==> config.mk <==
export PLATFORM = sky130hd
export DESIGN_NAME = perf_counter_sampler
export DESIGN_NICKNAME = d
export VERILOG_FILES = /design/src/rtl/perf_sampler_pkg.sv /design/src/rtl/perf_counter_sampler_timer.sv /design/src/rtl/perf_counter_sampler.sv
export SDC_FILE = /design/constraint.sdc
export NUM_CORES = 1
export LEC_CHECK = 0
export CAP_MARGIN = 20
export CORE_ASPECT_RATIO = 1.1
export CORE_UTILIZATION = 45
export CTS_BUF_LIST = sky130_fd_sc_hd__clkbuf_8 sky130_fd_sc_hd__clkbuf_16
export CTS_CLUSTER_SIZE = 24
export DETAILED_ROUTE_END_ITERATION = 8
export PLACE_DENSITY = 0.82
export SYNTH_ARGS = -nofsm -noshare
export SYNTH_HDL_FRONTEND = slang
export SYNTH_SLANG_ARGS = --single-unit
==> constraint.sdc <==
create_clock -name clk -period 6.7 [get_ports clk]
set_clock_uncertainty 0.05 [all_clocks]
set_input_delay 0.67 -clock clk [delete_from_list [all_inputs] [get_ports clk]]
set_output_delay 0.67 -clock clk [all_outputs]
set_load 0.05 [all_outputs]
==> src/rtl/perf_sampler_pkg.sv <==
// Shared types and helpers for the performance counter sampler.
//   state_t     : sampler FSM states (IDLE, DRAIN)
//   idx_width() : counter-index width, $clog2(n) with a floor of 1
//   get_counter : extracts counter k of width w from a flattened bank
package perf_sampler_pkg;

    typedef enum logic {
        IDLE,
        DRAIN
    } state_t;

    // Upper bounds for the generic extraction helper; callers zero-extend
    // their flattened bank to MAX_FLAT_W and truncate the result.
    localparam int unsigned MAX_FLAT_W = 4096;
    localparam int unsigned MAX_CNT_W  = 64;

    localparam int unsigned DEFAULT_NUM_COUNTERS = 7;

    function automatic int unsigned idx_width(input int unsigned n);
        return (n > 1) ? $clog2(n) : 1;
    endfunction

    localparam int unsigned IDX_W = idx_width(DEFAULT_NUM_COUNTERS);

    function automatic logic [MAX_CNT_W-1:0] get_counter(
        input logic [MAX_FLAT_W-1:0] flat,
        input int unsigned           k,
        input int unsigned           w
    );
        logic [MAX_CNT_W-1:0] mask;
        mask = {MAX_CNT_W{1'b1}} >> (MAX_CNT_W - w);
        return MAX_CNT_W'(flat >> (k * w)) & mask;
    endfunction

endpackage

==> src/rtl/perf_counter_sampler_timer.sv <==
// Periodic sample timer.
//   clk, rst      : clock, asynchronous active-high reset
//   en            : timer runs only while high; low holds count at 0
//   sample_period : cycles between expiries; 0 disables the timer
//   expire        : high in the cycle the period elapses
module perf_sample_timer #(
    parameter int unsigned PERIOD_WIDTH = 32
) (
    input  logic                    clk,
    input  logic                    rst,
    input  logic                    en,
    input  logic [PERIOD_WIDTH-1:0] sample_period,
    output logic                    expire
);

    logic [PERIOD_WIDTH-1:0] count;

    // ">=" so that shrinking the period below the current count expires
    // on the next cycle instead of waiting for a wrap.
    assign expire = en && (sample_period != '0) &&
                    (count >= sample_period - PERIOD_WIDTH'(1));

    always_ff @(posedge clk or posedge rst) begin
        if (rst) begin
            count <= '0;
        end else if (!en || (sample_period == '0) || expire) begin
            count <= '0;
        end else begin
            count <= count + PERIOD_WIDTH'(1);
        end
    end

endmodule

==> src/rtl/perf_counter_sampler.sv <==
// Performance counter sampler: on a manual or periodic trigger, snapshots
// the whole counter bank, pulses counters_clear, then drains the snapshot
// one counter per valid/ready beat. Triggers arriving during a drain are
// counted in a saturating dropped counter.
//   clk, rst        : clock, asynchronous active-high reset
//   en              : enables timer and triggers
//   sample_period   : periodic trigger interval (0 = off)
//   sample_now      : manual trigger pulse
//   counters_flat   : counter k at [k*COUNTER_WIDTH +: COUNTER_WIDTH]
//   counters_clear  : one-cycle clear to the bank after a capture
//   out_valid/ready : snapshot stream handshake
//   out_data/index  : snapshot value and counter number of the beat
//   out_last        : final beat of the snapshot
//   busy            : snapshot draining
//   dropped         : saturating count of triggers lost while busy
module perf_counter_sampler
    import perf_sampler_pkg::*;
#(
    parameter int unsigned NUM_COUNTERS  = 7,
    parameter int unsigned COUNTER_WIDTH = 16,
    parameter int unsigned PERIOD_WIDTH  = 32,
    parameter int unsigned DROP_WIDTH    = 16
) (
    input  logic                                    clk,
    input  logic                                    rst,
    input  logic                                    en,
    input  logic [PERIOD_WIDTH-1:0]                 sample_period,
    input  logic                                    sample_now,
    input  logic [NUM_COUNTERS*COUNTER_WIDTH-1:0]   counters_flat,
    output logic                                    counters_clear,
    output logic                                    out_valid,
    input  logic                                    out_ready,
    output logic [COUNTER_WIDTH-1:0]                out_data,
    output logic [idx_width(NUM_COUNTERS)-1:0]      out_index,
    output logic                                    out_last,
    output logic                                    busy,
    output logic [DROP_WIDTH-1:0]                   dropped
);

    localparam int unsigned       IDX_W    = idx_width(NUM_COUNTERS);
    localparam logic [IDX_W-1:0]  LAST_IDX = IDX_W'(NUM_COUNTERS - 1);

    state_t                   state;
    logic [COUNTER_WIDTH-1:0] snap [NUM_COUNTERS];
    logic                     expire;
    logic                     trigger;
    logic [IDX_W-1:0]         nxt_idx;

    perf_sample_timer #(
        .PERIOD_WIDTH (PERIOD_WIDTH)
    ) u_timer (
        .clk           (clk),
        .rst           (rst),
        .en            (en),
        .sample_period (sample_period),
        .expire        (expire)
    );

    // Coincident manual and periodic events collapse into one trigger.
    assign trigger = en && (sample_now || expire);
    assign nxt_idx = out_index + IDX_W'(1);

    always_ff @(posedge clk or posedge rst) begin
        if (rst) begin
            state          <= IDLE;
            counters_clear <= 1'b0;
            out_valid      <= 1'b0;
            out_data       <= '0;
            out_index      <= '0;
            out_last       <= 1'b0;
            busy           <= 1'b0;
            dropped        <= '0;
            for (int unsigned k = 0; k < NUM_COUNTERS; k++) begin
                snap[k] <= '0;
            end
        end else begin
            counters_clear <= 1'b0;

            // Still DRAIN on the last handshake, so a trigger there is lost.
            if (trigger && (state == DRAIN) && (dropped != '1)) begin
                dropped <= dropped + DROP_WIDTH'(1);
            end

            case (state)
                IDLE: begin
                    if (trigger) begin
                        for (int unsigned k = 0; k < NUM_COUNTERS; k++) begin
                            snap[k] <= COUNTER_WIDTH'(get_counter(
                                MAX_FLAT_W'(counters_flat), k, COUNTER_WIDTH));
                        end
                        // First beat is presented straight from the bank.
                        out_data       <= COUNTER_WIDTH'(get_counter(
                                              MAX_FLAT_W'(counters_flat), 0, COUNTER_WIDTH));
                        out_index      <= '0;
                        out_last       <= (LAST_IDX == '0);
                        out_valid      <= 1'b1;
                        busy           <= 1'b1;
                        counters_clear <= 1'b1;
                        state          <= DRAIN;
                    end
                end
                DRAIN: begin
                    if (out_ready) begin
                        if (out_last) begin
                            out_valid <= 1'b0;
                            busy      <= 1'b0;
                            out_index <= '0;
                            out_last  <= 1'b0;
                            out_data  <= '0;
                            state     <= IDLE;
                        end else begin
                            out_index <= nxt_idx;
                            out_data  <= snap[nxt_idx];
                            out_last  <= (nxt_idx == LAST_IDX);
                        end
                    end
                end
                default: state <= IDLE;
            endcase
        end
    end

endmodule
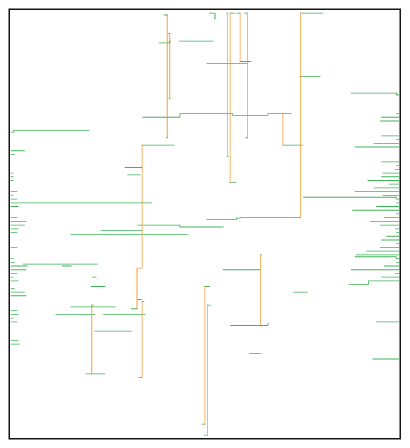
run_1/wires.png
Only two layers are drawn.
legend:
  metal 4:
    color: orange
    wire_length: 571 um
  metal 3:
    color: green
    wire_length: 927 um
Wirelength per Cell: 17.83 um
detailed-route via count: 7106
global-route usage over all layers: 22.04%
final wirelength: 23.43 mm

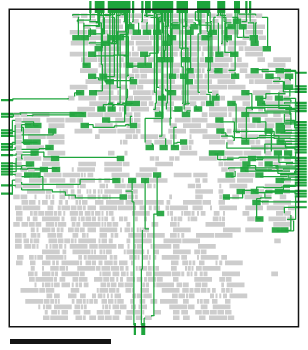
run_1/io_fan.png
Scale bar: 50 um.
legend:
  counters_flat:
    color: green
    bits: 112
    direction: input
    edge: 56 top, 36 right, 17 left, 3 bottom
    end_cells: 128
    buffers: 112
    wire: 3710 um

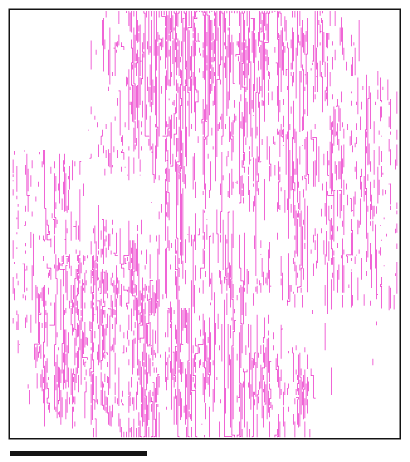
run_1/layer_met2.png
Scale bar: 50 um.
nets with wire on the layer: 1041
main direction: vertical
share of all routed wire: 49%
wire length on this layer: 11400 um
longest straight run: 69.7 um

==> results_dict.tcl, run 1 <==
# place-and-route summary
set metrics [dict create \
    data_required_time_of_the_worst_path_ns 6.96 \
    global_route.overflow_total 0 \
    grt_pass1_vias 7319 \
    number_of_enable_type_register_cells_in_the_synthesized_netlist 0 \
    die_h_um 156.5 \
    io_pins 188 \
    yosysTopAreaCellShare_pct 46.88 \
    cp_capture_type "register" \
    initial_drt_pass_iterations 4 \
    hold_path_depth 1 \
    reg2reg_depth 9 \
    worstPathCellList "clkdlybuf4s50_1 > nor3_1 > nor3b_1 > nand4_1 > buf_4 > or2_2 > nor4_1 > xnor2_1 > ha_1 > nand4_1 > nor3_1 > nand2_1 > a211oi_1 > nor3_4 > nor2_4 > buf_4 > mux2_2" \
    place_congestion 0.8360 \
    total_of_endpoints_with_negative_setup_slack_in_the_final_report 0 \
    netlist_instances 831 \
    dp_hpwl_mm 16.70 \
    chip_area_mm2 0.02230 \
    drt.antenna.violating_nets 0 \
    drt_first_iter_violations 349 \
    core_area_mm2 0.02130 \
    detailedPlace.worstSlack_ns 0.6165 \
    ctsLongestPathBuffers 2 \
    max-vdd-ir-drop_v 0.0001997 \
    final_core_utilization_pct 59.00 \
    critical_path.startpoint_type "input pin" \
    synth.avg_cell_area_um2 11.76 \
    wire_length_of_the_first_global_routing_pass_mm 37.86 \
    place_area_mm2 0.01189 \
    finalClockPeriodUsage_pct 84.42 \
    yosys-stat-cells 831 \
    worstSetupPathType "input pin to register" \
    synth_to_layout_area_growth_pct 28.65 \
    synthesis.yosys.warnings 0 \
    synth_sequential_area_ratio_pct 46.88 \
    synth.cell_area_mm2 0.009769 \
    min-delay-path-class "register to register" \
    path_max_fanout 77 \
    initial_antenna_violation_count 0 \
    antenna_diode_count 0 \
    grt_max_degree 113 \
    fmaxAchievable_ghz 0.1768 \
    setup_ws_ns 1.044 \
    die-width_um 142.5 \
    init_core_util_pct 45.86 \
    buffer_ports.inserted 187 \
    postSynth.topFlopCell "dfrtp_1" \
    cts_tree "done" \
    postSynthNetCount 1017 \
    stdcell_area_mm2 0.01257 \
    drt-vias-per-instance 5.408 \
    hold_path_endpoint "snap[43]" \
    slowest_delay_ns 0.73 \
    synth_area_leader_cell "dfrtp_1" \
    finalCriticalPeriod_ns 5.656 \
    totalPowerFinal_mw 4.923 \
    clock-sinks 183 \
    cts.repair.resized 0 \
    synth.area.top_cells "dfrtp_1 47%, mux2_1 8.0%, mux2_2 6.9%, ha_1 4.7%, mux4_2 3.7%" \
    post_layout_nonfiller_instances 1314 \
    combinational_gate_area_mm2 0.004964 \
    core.rowCount 56 \
    timing.slew.headroom_pct 33.56 \
    tritoncts.num_buffers 17 \
    hold_viol_final 0 \
    layout.nets 1197 \
    drive_gt1_share_pct 13.09 \
    worstSkewPairLatency_ns 0.43 \
    drcViolationCount 0 \
    power_density_mw_per_mm2 391.7 \
    slew_viol_final 0 \
    power_leakage_nw 5.322 \
    placedCellCount 1279 \
    flop_area_mm2 0.004581 \
    synth.lib_cells_used.distinct 47 \
    htree_num_levels 4 \
    ys_async_sr_fraction_pct 100.0 \
    worstHoldStart "snap[43]" \
    critical_path_arrival_ns 5.92 \
    cts.clk_slew.worst_paths_ns 0.07 \
    rsz0062_at_grt "false" \
    n_fill_cell 1771 \
    holdBufCountCts 0 \
    ff2ff_setup_slack_ns 2.84 \
    crit-reg2reg-capture "snap[81]" \
    worst_pin_slew_ns 0.9966 \
    hold_slack_ns 0.4309 \
    synth-seq-cells 183 \
    critPathSlowestCell "buf_4" \
    postCtsSetupRepairBufs 0 \
    synth_chip_area_mm2 0.009769 \
    maxCapViolations 0 \
    reg2reg_from "u_timer.count[13]" \
    clock-root-buffer "clkbuf_16" \
    status "finished, final reports clean" \
    openroad.warnings 28 \
    setup_tns_ns 0 \
]
-- run 1: sequential cells by signal (all words and copies together), names as in the netlist, 3 cells and up --
signal and flops:
snap 112, u_timer.count 32, dropped 16, out_data 16, out_index 3
-- run 1: logic make-up (layout without fill, tap and decap cells) --
group / count (synthesis) / in the layout / share of synthesized area, %
compound gates: 88 / 88 / 5.712
xor+xnor: 76 / 76 / 6.814
fa+ha+maj: 37 / 37 / 4.739
buf+inv: 49 / 242 / 2.613
flops: 183 / 183 / 46.87
mux: 179 / 179 / 22.04
simple gates: 219 / 219 / 11.21
-- run 1: cell usage after synthesis (2+ instances only) --
library cell	n
xnor2_1	39
nor4_1	15
clkbuf_1	19
a22oi_1	16
and2_1	2
buf_6	8
or4_1	2
buf_1	4
a21oi_1	32
nor2b_1	3
nor3_1	20
mux2_1	69
mux2_2	60
nor3b_1	2
or3_1	2
mux2i_1	34
xor2_1	37
and4_1	9
and3_1	5
nand3_1	18
mux4_2	16
inv_1	11
or2_2	5
ha_1	37
nand2_1	42
nor4b_1	2
nand4_1	14
o21ai_0	11
a31oi_1	2
buf_2	6
a211oi_1	17
o21a_1	3
nor2_1	70
or3b_2	2
dfrtp_1	183
nand2b_1	3
-- run 1: routing by layer --
metal  vias up  share of wire [%]  track usage [%]
li1       3367                  -                -
met5         -                  0                0
met3        31                4.0            3.917
met2       153                 49            36.51
met1      3555                 45            29.04
met4         0                2.4            7.578
-- run 1: worst max-delay path, delay by kind of cell --
family | cells | cell delay, ns
adders and majority gates | 1 | 0.30
xor gates and xnor gates | 1 | 0.11
and+or+nand+nor | 10 | 2.39
buffers and inverters | 3 | 1.41
muxes | 1 | 0.41
AOI/OAI and AO/OA | 1 | 0.52
-- run 1: worst max-delay path by stage --
stage                           from        end  slack, ns  cells after the start
floorplan                        rst       busy       1.01                      1
global placement    sample_period[2]  snap[106]       0.76                     17
detailed placement  sample_period[2]   snap[93]       0.62                     17
CTS                 sample_period[2]   snap[93]       1.07                     17
global route        sample_period[2]   snap[81]       0.47                     17
finish              sample_period[2]   snap[81]       1.04                     17
-- run 1: placed cells by master (no fill, tap or decap), types with 14 or more instances in the layout --
cell type | Yosys | routed
nor3_1 | 20 | 20
mux2i_1 | 34 | 34
a21oi_1 | 32 | 32
nand3_1 | 18 | 18
ha_1 | 37 | 36
mux4_2 | 16 | 16
mux2_2 | 60 | 60
a22oi_1 | 16 | 16
nand4_1 | 14 | 14
a211oi_1 | 17 | 17
nor2_1 | 70 | 69
nor4_1 | 15 | 15
nand2_1 | 42 | 42
xnor2_1 | 39 | 39
mux2_1 | 69 | 69
clkdlybuf4s50_1 | 0 | 187
dfrtp_1 | 183 | 182
xor2_1 | 37 | 36
clkbuf_16 | 0 | 17
-- run 1: report_power, final --
part	total, mW	internal, mW	leakage (nW)	switching [mW]
registers	1.78	1.53	2.29	0.246
clock network	1.03	0.566	0.292	0.468
logic	2.11	1.01	2.74	1.10
-- run 1: layout make-up --
class                           instances  share of cell area, %
Timing Repair Buffer                  199                  16.03
Tap cell                              290                  2.887
Inverter                               11                 0.3683
Clock inverter                         15                  1.394
Sequential cell                       183                  36.45
Multi-Input combinational cell        599                  39.49
Clock buffer                           17                  3.385
run_1/flops_by_reg.png
Other sequential cells in the stronger gray, the rest of the logic in the fainter gray.
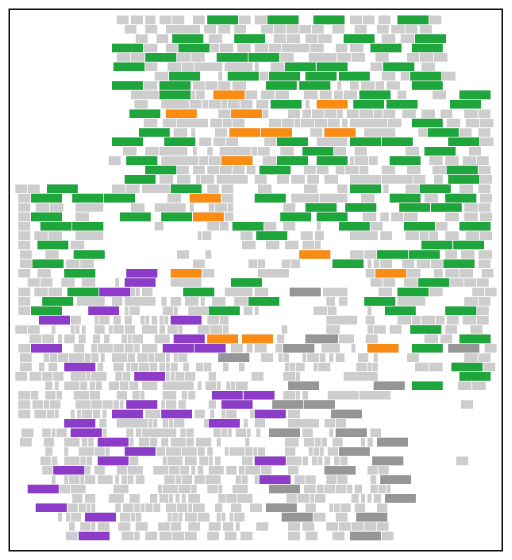

==> inputs of run 2 (changes only) <==
==> constraint.sdc (replaced) <==
create_clock -name clk -period 5.8 [get_ports clk]
set_clock_uncertainty 0.05 [all_clocks]
set_input_delay 0.58 -clock clk [delete_from_list [all_inputs] [get_ports clk]]
set_output_delay 0.58 -clock clk [all_outputs]
set_load 0.05 [all_outputs]
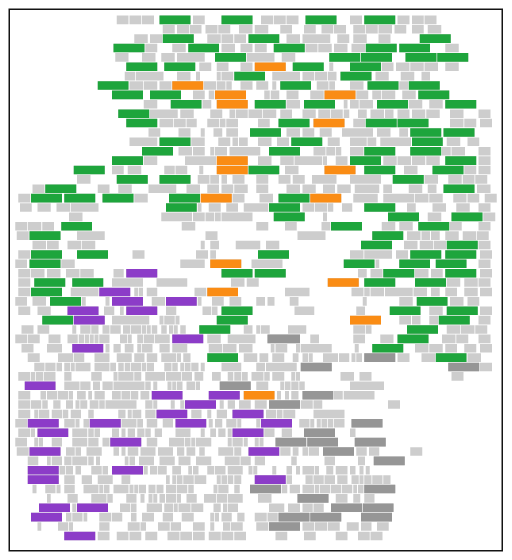
run_2/flops_by_reg.png
Other sequential cells in the stronger gray, the rest of the logic in the fainter gray.
legend:
  out_data:
    color: orange
    placed_flops: 16
  snap:
    color: green
    placed_flops: 112
  u_timer.count:
    color: purple
    placed_flops: 32
not colored: 23
Core Util, Final: 59.42%
Seq. pwr: 2.05 mW
register fraction of the total cell area: 36.19%
area occupied by registers: 0.004581 mm^2

==> run 2 against run 1 <==
  * Final cell count is 0.68% higher
  * Clock-buffer cell count increased by 1
  * Sequential cell count is the same
  * Largest power group unchanged
  * Sequential power increased by 15%
  * Die area unchanged
  * Worst hold slack improved by 0.0036 ns
  * Synthesized cell count unchanged
==> results_dict.tcl, run 2 <==
# place-and-route summary
set metrics [dict create \
    synth_to_layout_area_growth_pct 29.56 \
    synth.avg_cell_area_um2 11.76 \
    place_congestion 0.8880 \
    biggestRegsByFlops "snap (112), u_timer.count (32)" \
    max-vdd-ir-drop_v 0.0002252 \
    clock-sinks 183 \
    synth.cell_area_mm2 0.009769 \
    holdBufCountCts 0 \
    yosys-stat-cells 831 \
    synth.lib_cells_used.distinct 47 \
    drt-vias-per-instance 5.456 \
    cp_capture_type "register" \
    hold_slack_ns 0.4345 \
    synth_top_cell_by_count "dfrtp_1" \
    initial_drt_pass_iterations 5 \
    maxCapViolations 0 \
    worstSetupPathType "input pin to register" \
    cts.clk_slew.worst_paths_ns 0.07 \
    synthesis.yosys.warnings 0 \
    data_required_time_of_the_worst_path_ns 6.06 \
    synth_sequential_area_ratio_pct 46.88 \
    rsz0062_at_grt "false" \
    core.rowCount 56 \
    lay_top_cells "187 x clkdlybuf4s50_1, 182 x dfrtp_1, 69 x nor2_1, 69 x mux2_1, 60 x mux2_2" \
    netlist_top_cells_count "183 x dfrtp_1, 70 x nor2_1, 69 x mux2_1" \
    setup_ws_ns 0.9407 \
    switchingPower_mw 2.119 \
    detailroute.via_count 7218 \
    synth_area_leader_cell "dfrtp_1" \
    layout.nets 1204 \
    totalPowerFinal_mw 5.695 \
    comb_power_share_pct 43.4 \
    synth_chip_area_mm2 0.009769 \
    die-width_um 142.5 \
    wire_length_of_the_first_global_routing_pass_mm 38.16 \
    die_h_um 156.5 \
    power_density_mw_per_mm2 450.0 \
    initial_antenna_violation_count 2 \
    synth-seq-cells 183 \
    ff2ff_setup_slack_ns 2.61 \
    timing.slew.headroom_pct 37.68 \
    cts.repair.resized 0 \
    worst_pin_slew_ns 0.9333 \
    ys_async_sr_fraction_pct 100.0 \
    finalCriticalPeriod_ns 4.859 \
    yosysTopAreaCellShare_pct 46.88 \
    slew_viol_final 0 \
    drive_gt1_share_pct 13.68 \
    core_area_mm2 0.02130 \
    clock_network_fraction_of_design_power_pct 20.6 \
    fmaxAchievable_ghz 0.2058 \
    dp_hpwl_mm 17.47 \
    netSwitchingFraction_pct 37.21 \
    drt.antenna.violating_nets 0 \
    chip_area_mm2 0.02230 \
    drt_first_iter_violations 492 \
    global_route.overflow_total 0 \
    top_register "snap" \
    place_area_mm2 0.01203 \
    htree_num_levels 4 \
    finalWirelength_mm 24.15 \
    hold_viol_final 0 \
    worstSkewPairLatency_ns 0.43 \
    synth.area.top_cells "dfrtp_1 47%, mux2_1 8.0%, mux2_2 6.9%, ha_1 4.7%, mux4_2 3.7%" \
    critical_path_arrival_ns 5.12 \
    placedCellCount 1287 \
    clock-root-buffer "clkbuf_16" \
    openroad.warnings 27 \
    min-delay-path-class "register to register" \
    finalClockPeriodUsage_pct 83.78 \
    post_layout_nonfiller_instances 1323 \
    postSynth.topFlopCell "dfrtp_1" \
    total_of_endpoints_with_negative_setup_slack_in_the_final_report 0 \
    layout_top_cell_excl_fill_tap "clkdlybuf4s50_1" \
    critical_path.startpoint_type "input pin" \
    p_seq_share_pct 36.1 \
    postCtsSetupRepairBufs 0 \
    setup_tns_ns 0 \
    grt_max_degree 93 \
    init_core_util_pct 45.86 \
    power_leakage_nw 5.359 \
    stdcell_area_mm2 0.01266 \
    grt_pass1_vias 7259 \
    tritoncts.num_buffers 17 \
    ctsLongestPathBuffers 2 \
    detailedPlace.worstSlack_ns 0.5322 \
    power.internal_mw 3.576 \
    largest_reg_flops 112 \
    cts_tree "done" \
    status "finished, final reports clean" \
    drcViolationCount 0 \
    route.detailed.wl_per_inst_um 18.25 \
    groute.usage.overall_pct 22.16 \
    number_of_enable_type_register_cells_in_the_synthesized_netlist 0 \
    postSynthNetCount 1017 \
    path_max_fanout 21 \
    netlist_instances 831 \
]
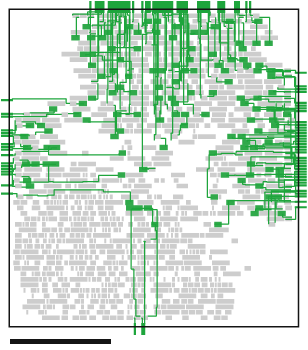
run_2/io_fan.png
Scale bar: 50 um.
legend:
  counters_flat:
    color: green
    bits: 112
    direction: input
    edge: 56 top, 36 right, 17 left, 3 bottom
    end_cells: 128
    buffers: 112
    wire: 3810 um
number of port buffers: 187
ports placed on the boundary: 188

[run 2: cell counts after synthesis]
No cell type changed its count.
[run 2: logic make-up (layout without fill, tap and decap cells)]
logic type | Yosys count | after routing | synth area share (%)
buf+inv | 49 | 249 | 2.613
compound gates | 88 | 88 | 5.712
simple gates | 219 | 219 | 11.21
flops | 183 | 183 | 46.87
fa+ha+maj | 37 | 37 | 4.739
other cells | 0 | 2 | 0
mux | 179 | 179 | 22.04
xor+xnor | 76 | 76 | 6.814
[run 2: cell type report]
class / count / area (um^2)
well taps: 290 / 362.8
inverters: 11 / 46.29
diodes: 2 / 5.005
multi-input cells: 599 / 4964
repair buffers: 206 / 2100
flip-flops and latches: 183 / 4581
fillers: 1753 / 8643
clock buffers: 18 / 439.2
clock inverters: 14 / 160.2
[run 2: power by group through the flow]
stage	clock network [mW]	registers, mW	logic, mW
floorplan	0	2.29	1.45
global route	1.25	2.11	2.65
global placement	0	2.04	2.39
finish	1.17	2.05	2.47
CTS	1.20	2.05	2.47
detailed placement	0	2.08	2.45
[run 2: final timing paths]
| path | start | end | depth (start not counted) |
|---|---|---|---|
| setup / recovery | sample_period[2] | dropped[9] | 16 |
| setup reg to reg | u_timer.count[14] | dropped[9] | 10 |
| hold reg to reg | snap[52] | snap[52] | 1 |
| min in group asynchronous | rst | snap[90] | 2 |
| hold / removal | snap[52] | snap[52] | 1 |
| max in group asynchronous | rst | out_index[0] | 3 |
[run 2: critical path, cell delays in order]
cell	delay, ns
clkdlybuf4s50_1	0.48
nor3_1	0.28
nor3b_1	0.49
nand4_1	0.22
or2_2	0.36
nor4_1	0.24
xnor2_1	0.11
ha_1	0.30
nand4_1	0.13
nor3_1	0.27
nand2_1	0.12
a31oi_1	0.39
nor3_4	0.08
buf_4	0.23
or4b_2	0.69
xnor2_1	0.14
[run 2: per-layer routing]
layer | vias up | global-route usage (%) | wire, um
met2 | 220 | 35.88 | 11630
li1 | 3393 | - | -
met3 | 42 | 3.427 | 976
met5 | - | 0 | 0
met4 | 0 | 8.858 | 751
met1 | 3563 | 29.76 | 10790
Power and IR drop assume default switching activity.
